**src/rtl/calc_result_display_pkg.sv**
```systemverilog
// Shared types and constants for the calculator result display path:
// converter FSM states, 7-segment codes and the double-dabble nibble adjust.
package calc_disp_pkg;

  typedef enum logic [1:0] {
    IDLE = 2'd0,
    CONV = 2'd1,
    DONE = 2'd2
  } state_t;

  // Segment order {g,f,e,d,c,b,a}, active-low (common-anode display)
  localparam logic [6:0] SEG_BLANK = 7'h7F;
  localparam logic [6:0] SEG_0     = 7'b1000000;
  localparam logic [6:0] SEG_1     = 7'b1111001;
  localparam logic [6:0] SEG_2     = 7'b0100100;
  localparam logic [6:0] SEG_3     = 7'b0110000;
  localparam logic [6:0] SEG_4     = 7'b0011001;
  localparam logic [6:0] SEG_5     = 7'b0010010;
  localparam logic [6:0] SEG_6     = 7'b0000010;
  localparam logic [6:0] SEG_7     = 7'b1111000;
  localparam logic [6:0] SEG_8     = 7'b0000000;
  localparam logic [6:0] SEG_9     = 7'b0010000;

  // Double-dabble correction: every BCD nibble of 5 or more gets +3 before the shift
  function automatic logic [15:0] dd_adjust(input logic [15:0] b);
    logic [15:0] r;
    r = b;
    for (int i = 0; i < 4; i++) begin
      if (b[i*4 +: 4] >= 4'd5) r[i*4 +: 4] = b[i*4 +: 4] + 4'd3;
    end
    return r;
  endfunction

endpackage

```
**src/rtl/calc_result_display_bcd_to_7seg.sv**
```systemverilog
// Combinational BCD digit to active-low 7-segment pattern; non-decimal codes blank.
module bcd_to_7seg
  import calc_disp_pkg::*;
(
  input  logic [3:0] bcd,
  output logic [6:0] seg
);

  always_comb begin
    seg = SEG_BLANK;
    case (bcd)
      4'd0:    seg = SEG_0;
      4'd1:    seg = SEG_1;
      4'd2:    seg = SEG_2;
      4'd3:    seg = SEG_3;
      4'd4:    seg = SEG_4;
      4'd5:    seg = SEG_5;
      4'd6:    seg = SEG_6;
      4'd7:    seg = SEG_7;
      4'd8:    seg = SEG_8;
      4'd9:    seg = SEG_9;
      default: seg = SEG_BLANK;
    endcase
  end

endmodule

```
**src/rtl/calc_result_display.sv**
```systemverilog
// Captures the adder result, converts it to BCD with a sequential double-dabble
// and scans up to four digits onto a common-anode 7-segment display.
module calc_result_display
  import calc_disp_pkg::*;
#(
  parameter int DATA_W      = 5,
  parameter int REFRESH_DIV = 100000
) (
  input  logic              clk,
  input  logic              reset,
  input  logic              load,
  input  logic [DATA_W-1:0] data,
  output logic              busy,
  output logic              bcd_valid,
  output logic [6:0]        seg,
  output logic [3:0]        an
);

  localparam int CNT_W  = $clog2(DATA_W + 1);
  localparam int RCNT_W = $clog2(REFRESH_DIV);
  localparam logic [CNT_W-1:0]  CNT_LAST  = CNT_W'(DATA_W - 1);
  localparam logic [RCNT_W-1:0] RCNT_LAST = RCNT_W'(REFRESH_DIV - 1);

  state_t state, state_nx;

  logic [DATA_W-1:0] shreg;
  logic [15:0]       bcd;
  logic [15:0]       bcd_adj;
  logic [15:0]       disp;
  logic [CNT_W-1:0]  cnt;
  logic              pend;
  logic [DATA_W-1:0] pend_data;

  logic              start;
  logic [DATA_W-1:0] start_data;
  logic              iter;
  logic              finish;

  logic [RCNT_W-1:0] rcnt;
  logic [1:0]        idx;
  logic [3:0]        cur_digit;
  logic              blank;
  logic [6:0]        enc_seg;

  assign bcd_adj = dd_adjust(bcd);

  always_ff @(posedge clk or posedge reset) begin
    if (reset) state <= IDLE;
    else       state <= state_nx;
  end

  // A load seen in DONE is the freshest value, so it beats anything already pending
  always_comb begin
    state_nx   = state;
    start      = 1'b0;
    start_data = data;
    iter       = 1'b0;
    finish     = 1'b0;
    case (state)
      IDLE: begin
        if (load) begin
          start    = 1'b1;
          state_nx = CONV;
        end
      end
      CONV: begin
        iter = 1'b1;
        if (cnt == CNT_LAST) state_nx = DONE;
      end
      DONE: begin
        finish = 1'b1;
        if (load) begin
          start    = 1'b1;
          state_nx = CONV;
        end else if (pend) begin
          start      = 1'b1;
          start_data = pend_data;
          state_nx   = CONV;
        end else begin
          state_nx = IDLE;
        end
      end
      default: state_nx = IDLE;
    endcase
  end

  always_ff @(posedge clk or posedge reset) begin
    if (reset) begin
      pend      <= 1'b0;
      pend_data <= '0;
    end else if (state == DONE) begin
      pend <= 1'b0;
    end else if (state == CONV && load) begin
      pend      <= 1'b1;
      pend_data <= data;
    end
  end

  // Shift register and BCD accumulator; the display copy only moves on finish
  always_ff @(posedge clk or posedge reset) begin
    if (reset) begin
      shreg     <= '0;
      bcd       <= '0;
      cnt       <= '0;
      disp      <= '0;
      busy      <= 1'b0;
      bcd_valid <= 1'b0;
    end else begin
      busy      <= (state_nx != IDLE);
      bcd_valid <= finish;
      if (finish) disp <= bcd;
      if (start) begin
        shreg <= start_data;
        bcd   <= '0;
        cnt   <= '0;
      end else if (iter) begin
        shreg <= shreg << 1;
        bcd   <= (bcd_adj << 1) | 16'(shreg[DATA_W-1]);
        cnt   <= cnt + 1'b1;
      end
    end
  end

  always_ff @(posedge clk or posedge reset) begin
    if (reset) begin
      rcnt <= '0;
      idx  <= '0;
    end else if (rcnt == RCNT_LAST) begin
      rcnt <= '0;
      idx  <= idx + 2'd1;
    end else begin
      rcnt <= rcnt + 1'b1;
    end
  end

  // A digit is blank when it and every digit above it is zero; the ones digit always shows
  always_comb begin
    cur_digit = disp[3:0];
    blank     = 1'b0;
    case (idx)
      2'd0: begin
        cur_digit = disp[3:0];
        blank     = 1'b0;
      end
      2'd1: begin
        cur_digit = disp[7:4];
        blank     = (disp[15:4] == 12'd0);
      end
      2'd2: begin
        cur_digit = disp[11:8];
        blank     = (disp[15:8] == 8'd0);
      end
      2'd3: begin
        cur_digit = disp[15:12];
        blank     = (disp[15:12] == 4'd0);
      end
      default: begin
        cur_digit = disp[3:0];
        blank     = 1'b0;
      end
    endcase
  end

  bcd_to_7seg u_enc (
    .bcd (cur_digit),
    .seg (enc_seg)
  );

  always_ff @(posedge clk or posedge reset) begin
    if (reset) begin
      seg <= SEG_BLANK;
      an  <= 4'hF;
    end else begin
      seg <= blank ? SEG_BLANK : enc_seg;
      an  <= ~(4'b0001 << idx);
    end
  end

endmodule

```
**config.mk**
```make
export PLATFORM = sky130hd
export DESIGN_NAME = calc_result_display
export DESIGN_NICKNAME = d
export VERILOG_FILES = /design/src/rtl/calc_result_display_pkg.sv /design/src/rtl/calc_result_display_bcd_to_7seg.sv /design/src/rtl/calc_result_display.sv
export SDC_FILE = /design/constraint.sdc
export NUM_CORES = 1
export LEC_CHECK = 0
export CORE_ASPECT_RATIO = 0.6
export CORE_MARGIN = 4
export CORE_UTILIZATION = 60
export DETAILED_ROUTE_END_ITERATION = 12
export HOLD_SLACK_MARGIN = 0.06
export PLACE_DENSITY = 0.8
export SYNTH_ARGS = -nofsm -noshare
export SYNTH_HDL_FRONTEND = slang
export SYNTH_HIERARCHICAL = 1
export SYNTH_SLANG_ARGS = --single-unit
```
**constraint.sdc**
```tcl
create_clock -name clk -period 3.55 [get_ports clk]
set_clock_uncertainty 0.05 [all_clocks]
set_input_delay 0.71 -clock clk [delete_from_list [all_inputs] [get_ports clk]]
set_output_delay 0.71 -clock clk [all_outputs]
set_load 0.05 [all_outputs]
```
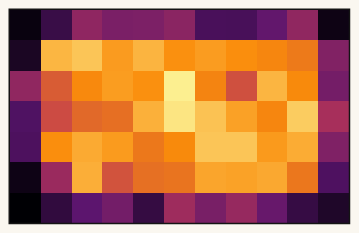
*Cell density map*
Scale: 3 px per um. 11 x 7 tiles, from black (low) to pale yellow (high), 0 to 100% covered.
fullest tile	97%
emptiest ninth of the die	bottom left
mean over tiles	55%
Starting Density: 63.4%
Final Util: 71.5%
Core Footprint: 0.00625 mm2

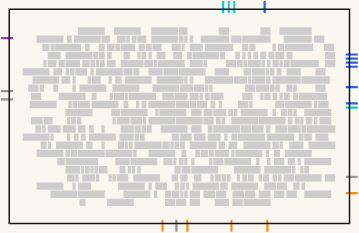
*Pin map*
Scale: 3 px per um. Pins as bars across the die edge, other pins in grey.
port	colour	pins	direction	edge
`clk`	purple	1	input	left
`an`	cyan	4	output	3 top, 1 right
`seg`	blue	7	output	6 right, 1 top
`data`	orange	5	input	4 bottom, 1 right
chip height: 70.9 um
die width: 113 um
IO Port Bufs: 20

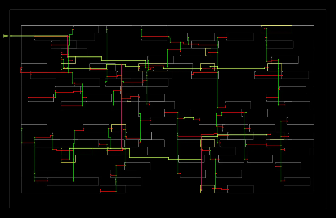
*Clock wiring as the flow saved it*
clk sink count: 80
Flops: 80

## sequential cells by signal, indices dropped and copies added (netlist names)
name and count:
disp 16, cnt 3, shreg 5, busy 1, state 2, bcd 16
pend_data 5, rcnt 17, seg 7, idx 2, bcd_valid 1, an 4
pend 1
## routing by layer
| layer | track usage [%] | up-vias | wire length (um) |
|---|---|---|---|
| met3 | 7.86 | 9 | 427 |
| met1 | 29.6 | 1351 | 3700 |
| met5 | 0 | - | 0 |
| li1 | - | 1358 | - |
| met2 | 28.3 | 61 | 3240 |
| met4 | 4.27 | 0 | 68 |
## final cells by class
type                            instances  area (um2)
Sequential cell                        80        2020
Fill cell                             438        1780
Multi-Input combinational cell        260        1770
Timing Repair Buffer                   26         245
Clock buffer                           13         159
Inverter                               29         110
Tap cell                               84         105
Clock inverter                          3        65.1
==> Changelog: implementation <==
### Physical design

- DRC: 0
- # setup viols final: 0
- Worst path slowest cell: mux2i_1
- DP Wirelength: 5320 um
- R2r worst-path depth: 9
- Slowest Stage Delay on Critical Path: 460 ps
- P_seq: 1.42 mW
- CTS root buf: clkbuf_8
- Internal Power: 2.22 mW
- Cell family with most CP delay: adder cells
- Chip Footprint: 0.00801 mm2
- Postcts setup bufs: 0
- # diodes: 0
- Count leader, synth: dfrtp_1
- Yosys Instances: 381
- Total GRT Usage: 20.1%
- Leakage: 2.01 nW
- Syn Nets: 410
- Crit path max fanout: 6
- Tot Pwr: 3.52 mW
- Final instance area: 0.00447 mm2
- Fin crit period: 2500 ps
- Post-Place Cells: 479
- Post-Synthesis Cells: 381
- Worst-margin pin slew: 919 ps
- DR iter-0 viols: 265
- Yosys adder share: 6.64%
- Mapped Area: 0.00396 mm2
- Status: completed
- Yosys Chip Area: 0.00396 mm2
- Layout cells sized above 1: 13.4%
- Top cells, area: dfrtp_1 44%, dfstp_2 7.3%, ha_1 6.6%
- Worst Setup End Kind: flip-flop
- Critical Path RT: 3770 ps
No activity file was given, so power comes from the tool's default toggle rates.
